[src/rtl/seven_seg_scan_driver.sv]
// ----------------------------------------------------------------------------
// seven_seg_scan_driver
//
// Time-multiplexed driver for an N-digit common-anode seven-segment display.
//
// Digit codes and decimal-point flags are captured into a shadow buffer on
// i_load. They move to the displayed (active) buffer only at a frame boundary,
// so a partially drawn frame never mixes old and new values.
//
// Each digit stays lit for REFRESH_DIV clock cycles. A frame is
// NUM_DIGITS * REFRESH_DIV cycles long.
//
// Optional feature: define SEVEN_SEG_HEX_DIGITS_EN to show codes 10-15 as the
// hex glyphs A b C d E F. Without it, those codes are blank.
//
// Ports:
//   i_clk          system clock
//   i_rst          asynchronous active-high reset
//   i_load         one-cycle strobe; captures i_digits_in / i_dp_in to shadow
//   i_digits_in    packed 4-bit codes, digit k at [4k+3:4k], digit 0 rightmost
//   i_dp_in        decimal point per digit (1 = lit)
//   i_lz_suppress  level; 1 = blank leading zeros (not buffered)
//   o_seg_out      active-low segments {dp,g,f,e,d,c,b,a}, registered
//   o_an_out       active-low anode enables, registered
//   o_scan_done    one-cycle pulse per completed frame
// ----------------------------------------------------------------------------
module seven_seg_scan_driver #(
    parameter int unsigned NUM_DIGITS  = 4,
    parameter int unsigned REFRESH_DIV = 50000
) (
    input  logic                    i_clk,
    input  logic                    i_rst,
    input  logic                    i_load,
    input  logic [4*NUM_DIGITS-1:0] i_digits_in,
    input  logic [NUM_DIGITS-1:0]   i_dp_in,
    input  logic                    i_lz_suppress,
    output logic [7:0]              o_seg_out,
    output logic [NUM_DIGITS-1:0]   o_an_out,
    output logic                    o_scan_done
);

    // A single-digit build still needs a 1-bit index register.
    localparam int unsigned IDX_W   = (NUM_DIGITS > 1) ? $clog2(NUM_DIGITS) : 1;
    localparam int unsigned PRESC_W = $clog2(REFRESH_DIV);

    localparam logic [PRESC_W-1:0] PRESC_LAST = PRESC_W'(REFRESH_DIV - 1);
    localparam logic [IDX_W-1:0]   IDX_LAST   = IDX_W'(NUM_DIGITS - 1);

    localparam logic [6:0] SEG_BLANK = 7'h7F;

    // ------------------------------------------------------------------------
    // State
    // ------------------------------------------------------------------------
    logic [PRESC_W-1:0]      r_presc;
    logic [IDX_W-1:0]        r_idx;
    logic [4*NUM_DIGITS-1:0] r_shadow_digits;
    logic [NUM_DIGITS-1:0]   r_shadow_dp;
    logic                    r_pending;
    logic [4*NUM_DIGITS-1:0] r_active_digits;
    logic [NUM_DIGITS-1:0]   r_active_dp;
    logic [7:0]              r_seg;
    logic [NUM_DIGITS-1:0]   r_an;
    logic                    r_scan_done;

    // ------------------------------------------------------------------------
    // Combinational signals
    // ------------------------------------------------------------------------
    logic                  w_presc_tc;
    logic                  w_frame_end;
    logic [NUM_DIGITS-1:0] w_lz_mask;
    logic                  w_upper_zero;
    logic [3:0]            w_cur_code;
    logic                  w_cur_dp;
    logic                  w_cur_lz;
    logic [6:0]            w_cur_glyph;
    logic [7:0]            w_seg_next;
    logic [NUM_DIGITS-1:0] w_an_next;

    // ------------------------------------------------------------------------
    // Glyph lookup, active-low {g,f,e,d,c,b,a}
    // ------------------------------------------------------------------------
    function automatic logic [6:0] f_encode(input logic [3:0] code);
        logic [6:0] glyph;
        case (code)
            4'd0:    glyph = 7'h40;
            4'd1:    glyph = 7'h79;
            4'd2:    glyph = 7'h24;
            4'd3:    glyph = 7'h30;
            4'd4:    glyph = 7'h19;
            4'd5:    glyph = 7'h12;
            4'd6:    glyph = 7'h02;
            4'd7:    glyph = 7'h78;
            4'd8:    glyph = 7'h00;
            4'd9:    glyph = 7'h10;
`ifdef SEVEN_SEG_HEX_DIGITS_EN
            4'd10:   glyph = 7'h08;
            4'd11:   glyph = 7'h03;
            4'd12:   glyph = 7'h46;
            4'd13:   glyph = 7'h21;
            4'd14:   glyph = 7'h06;
            4'd15:   glyph = 7'h0E;
`endif
            default: glyph = SEG_BLANK;
        endcase
        return glyph;
    endfunction

    // ------------------------------------------------------------------------
    // Scan timing
    // ------------------------------------------------------------------------
    assign w_presc_tc  = (r_presc == PRESC_LAST);
    assign w_frame_end = w_presc_tc && (r_idx == IDX_LAST);

    // ------------------------------------------------------------------------
    // Leading-zero mask: bit k is set when active digits k..NUM_DIGITS-1 are
    // all code 0. Digit 0 is never masked, so an all-zero value shows "0".
    // Codes 10-15 count as nonzero whether or not they have a glyph.
    // ------------------------------------------------------------------------
    always_comb begin
        w_lz_mask    = '0;
        w_upper_zero = 1'b1;
        for (int k = NUM_DIGITS - 1; k >= 1; k--) begin
            w_upper_zero = w_upper_zero && (r_active_digits[4*k +: 4] == 4'd0);
            w_lz_mask[k] = w_upper_zero;
        end
    end

    // ------------------------------------------------------------------------
    // Select the digit at the current scan index and build the next outputs
    // ------------------------------------------------------------------------
    always_comb begin
        w_cur_code = 4'd0;
        w_cur_dp   = 1'b0;
        w_cur_lz   = 1'b0;
        w_an_next  = '1;
        for (int k = 0; k < NUM_DIGITS; k++) begin
            if (r_idx == IDX_W'(k)) begin
                w_cur_code   = r_active_digits[4*k +: 4];
                w_cur_dp     = r_active_dp[k];
                w_cur_lz     = w_lz_mask[k];
                w_an_next[k] = 1'b0;
            end
        end
    end

    // The decimal point is independent of blanking.
    assign w_cur_glyph = (i_lz_suppress && w_cur_lz) ? SEG_BLANK : f_encode(w_cur_code);
    assign w_seg_next  = {~w_cur_dp, w_cur_glyph};

    // ------------------------------------------------------------------------
    // Sequential state
    // ------------------------------------------------------------------------
    always_ff @(posedge i_clk or posedge i_rst) begin
        if (i_rst) begin
            r_presc         <= '0;
            r_idx           <= '0;
            r_shadow_digits <= '0;
            r_shadow_dp     <= '0;
            r_pending       <= 1'b0;
            r_active_digits <= '0;
            r_active_dp     <= '0;
            r_seg           <= 8'hFF;
            r_an            <= '1;
            r_scan_done     <= 1'b0;
        end else begin
            r_presc <= w_presc_tc ? '0 : r_presc + PRESC_W'(1);

            if (w_presc_tc) begin
                r_idx <= w_frame_end ? '0 : r_idx + IDX_W'(1);
            end

            r_scan_done <= w_frame_end;

            // On a boundary the shadow contents as of before this edge go
            // live; a load on the same edge lands in the shadow for the next
            // frame.
            if (w_frame_end && r_pending) begin
                r_active_digits <= r_shadow_digits;
                r_active_dp     <= r_shadow_dp;
            end

            if (i_load) begin
                r_shadow_digits <= i_digits_in;
                r_shadow_dp     <= i_dp_in;
                r_pending       <= 1'b1;
            end else if (w_frame_end) begin
                r_pending <= 1'b0;
            end

            // Outputs follow r_idx with one cycle of latency.
            r_seg <= w_seg_next;
            r_an  <= w_an_next;
        end
    end

    assign o_seg_out   = r_seg;
    assign o_an_out    = r_an;
    assign o_scan_done = r_scan_done;

endmodule

[config.mk]
export PLATFORM = sky130hd
export DESIGN_NAME = seven_seg_scan_driver
export DESIGN_NICKNAME = d
export VERILOG_FILES = /design/src/rtl/seven_seg_scan_driver.sv
export SDC_FILE = /design/constraint.sdc
export NUM_CORES = 1
export LEC_CHECK = 0
export CAP_MARGIN = 20
export CORE_ASPECT_RATIO = 0.75
export CORE_MARGIN = 3
export CORE_UTILIZATION = 53
export DETAILED_ROUTE_END_ITERATION = 12
export GPL_ROUTABILITY_DRIVEN = 0
export PLACE_DENSITY = 0.76
export SLEW_MARGIN = 5
export SYNTH_ARGS = -nofsm -noshare
export SYNTH_HDL_FRONTEND = slang
export SYNTH_SLANG_ARGS = --single-unit
[constraint.sdc]
create_clock -name i_clk -period 6.63 [get_ports i_clk]
set_input_delay 0.663 -clock i_clk [delete_from_list [all_inputs] [get_ports i_clk]]
set_output_delay 0.663 -clock i_clk [all_outputs]
set_load 0.05 [all_outputs]
==> flow_summary.json, run 1 <==
{
  "highest_clock_rate_mhz": 381,
  "synthTopCellsByArea": "sky130_fd_sc_hd__dfrtp_1 47%, sky130_fd_sc_hd__dfstp_2 9.9%, sky130_fd_sc_hd__mux2_4 9.4%",
  "critPathCapture": "r_active_digits[14]",
  "clk_pin_slew_worst_paths_ns": 0.07,
  "hold_class": "flop to flop",
  "n_antenna_cell": 0,
  "synth_area_sq_um": 3190,
  "post-cts-setup-buffer-count": 0,
  "post-route-drc-count": 0,
  "postSynth.asyncResetShare_pct": 100,
  "timing.critical_path.slowest_stage_cell": "sky130_fd_sc_hd__nor4_4",
  "max_slew_vio_count": 0,
  "num_rows": 23,
  "worst_clock_skew_ns": 0.00956,
  "first_global_vias": 2059,
  "power_density_nw_per_um2": 238,
  "setup-tns-final_ns": 0,
  "htreeDepth": 3,
  "result_of_the_run": "completed",
  "ant_nets": 0
}
## run 1: cell families after synthesis
group	after synthesis	share of synthesized area, %
DFF	72	56.9
and+or+nand+nor	62	10.3
muxes	42	17.1
AOI/OAI and AO/OA	30	6.42
buffers and inverters	18	3.13
xor gates and xnor gates	14	3.84
adders and majority gates	6	2.35
## run 1: where the power goes
group / switching, mW / leakage, nW / internal [mW]
clock network: 0.157 / 0.124 / 0.260
registers: 0.00705 / 0.898 / 0.452
logic: 0.0154 / 0.665 / 0.0237
## run 1: final cells by class
cell class | count | area [sq um] | share of cell area (%)
sequential | 72 | 1820 | 47.2
multi-input combinational | 154 | 1280 | 33.2
timing repair buffer | 37 | 368 | 9.56
clock buffer | 11 | 141 | 3.68
clock inverter | 5 | 104 | 2.70
tap | 75 | 93.8 | 2.44
inverter | 12 | 45.0 | 1.17
Run 1, routed metal, one colour a layer:
Scale: 4 px per um. Two of the layers only.
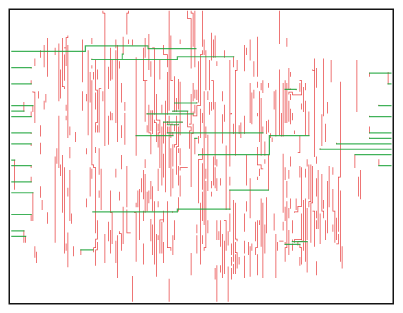
legend:
  red:
    layer: M2
    wire_length: 2650 um
  green:
    layer: M3
    wire_length: 365 um
overall track demand over capacity in global routing: 19.6%
routed wirelength normalized by instance count: 16.1 um
count of vias placed by the detailed router: 1977
Final Routed Wirelength: 5880 um

Run 1, cell placement:
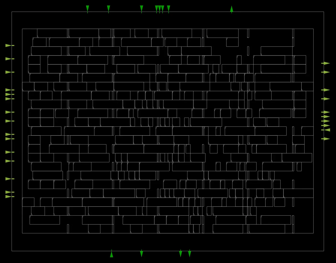
number of tap cells inserted: 75
post-layout instance count excluding filler cells: 366

Run 1, pin map:
Scale: 4 px per um. Pins as bars across the die edge, other pins in grey.
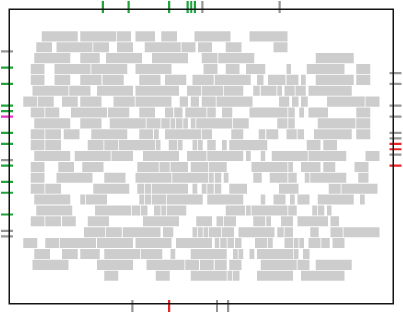
legend:
  magenta:
    port: i_load
    pins: 1
    direction: input
    edge: left
  green:
    port: i_digits_in
    pins: 16
    direction: input
    edge: 10 left, 6 top
  red:
    port: o_an_out
    pins: 4
    direction: output
    edge: 3 right, 1 bottom
count of buffers from port buffering: 36
DIE HEIGHT: 73.2 um
Die W: 95.6 um

==> run 2: changes to the inputs <==
--- a/config.mk
+++ b/config.mk
@@ -8,10 +8,10 @@
 export CAP_MARGIN = 20
 export CORE_ASPECT_RATIO = 0.75
 export CORE_MARGIN = 3
-export CORE_UTILIZATION = 53
+export CORE_UTILIZATION = 50
 export DETAILED_ROUTE_END_ITERATION = 12
 export GPL_ROUTABILITY_DRIVEN = 0
-export PLACE_DENSITY = 0.76
+export PLACE_DENSITY = 0.75
 export SLEW_MARGIN = 5
 export SYNTH_ARGS = -nofsm -noshare
 export SYNTH_HDL_FRONTEND = slang
==> constraint.sdc (replaced) <==
create_clock -name i_clk -period 2.2 [get_ports i_clk]
set_input_delay 0.22 -clock i_clk [delete_from_list [all_inputs] [get_ports i_clk]]
set_output_delay 0.22 -clock i_clk [all_outputs]
set_load 0.05 [all_outputs]
Run 2, wires at chosen ports, followed through buffers:
Scale: 3 px per um.
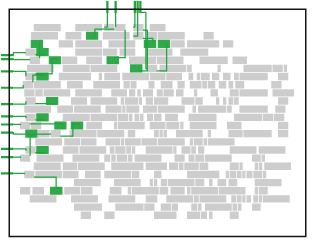
legend:
  green:
    port: i_digits_in
    bits: 16
    direction: input
    edge: 11 left, 5 top
    end_cells: 16
    buffers: 16
    wire: 251 um
number of I/O pins: 37

Run 2, sizing map:
Scale: 4 px per um.
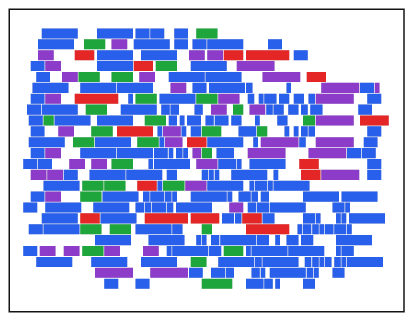
legend:
  blue:
    size: x1 and smaller
    cells: 208
    share: 70%
  purple:
    size: x2
    cells: 42
    share: 14%
  red:
    size: x6 and larger
    cells: 17
    share: 5.7%
  green:
    size: x3 and x4
    cells: 30
    share: 10%
Non-clock buffers: 43
worst setup margin: 0.0886 ns
Layout area overhead: 25.4%
cell area after layout: 4010 sq um

==> run 2 against run 1 <==
Effect of this change:
- first-iteration DRC count is 34% lower
- total power went up to 3.2 times the previous value
- sequential power went up to 3.0 times the previous value
- critical path type unchanged
- critical endpoint is now r_active_dp[3]
- final cell count increased by 2.5%
==> flow_summary.json, run 2 <==
{
  "result_of_the_run": "completed",
  "layout.clock_buffers": 11,
  "seqAreaFraction_pct": 45.4,
  "num_rows": 24,
  "sequential_cell_total": 72,
  "synthTopCellsByArea": "sky130_fd_sc_hd__dfrtp_1 47%, sky130_fd_sc_hd__dfstp_2 9.9%, sky130_fd_sc_hd__mux2_4 9.4%",
  "signal_buffer_area_fraction_pct": 11.4,
  "area.share.combinational_pct": 32.9,
  "routedWlPerCell_um": 15.1,
  "setup-tns-final_ns": 0,
  "io_buffer_count": 36,
  "mi_logic_area_sq_um": 1320,
  "n_antenna_cell": 0,
  "area_share_clock_buf_inv_pct": 6.75,
  "post-route-drc-count": 0,
  "critPathCapture": "r_active_dp[3]",
  "grt.total_usage_pct": 16.8,
  "tap-cell-count": 78,
  "first_global_vias": 1943,
  "highest_clock_rate_mhz": 474
}
[run 2: cell counts after synthesis]
No cell type changed its count.
[run 2: through the flow]
stage	setup slack [ns]	cell area [sq um]	power, mW
3_3_place_gp	0.154	3670	1.53
3_5_place_dp	0.0930	3670	1.53
4_1_cts	0.0716	3940	2.91
5_1_grt	-0.00355	4010	3.00
6_report	0.0886	4010	2.89
2_1_floorplan	0.0501	3190	1.46
[run 2: cells by family after synthesis]
group	Yosys count	share of synthesized area (%)
flops	72	56.9
simple gates	62	10.3
mux	42	17.1
compound gates	30	6.42
buf+inv	18	3.13
xor+xnor	14	3.84
fa+ha+maj	6	2.35
[run 2: power breakdown]
part,internal [mW],switching [mW],leakage [nW]
combinational,0.0746,0.0455,0.708
clock,0.901,0.484,0.134
sequential,1.36,0.0203,0.898
total,2.34,0.550,1.74
Power is estimated from default activity; no workload was simulated.
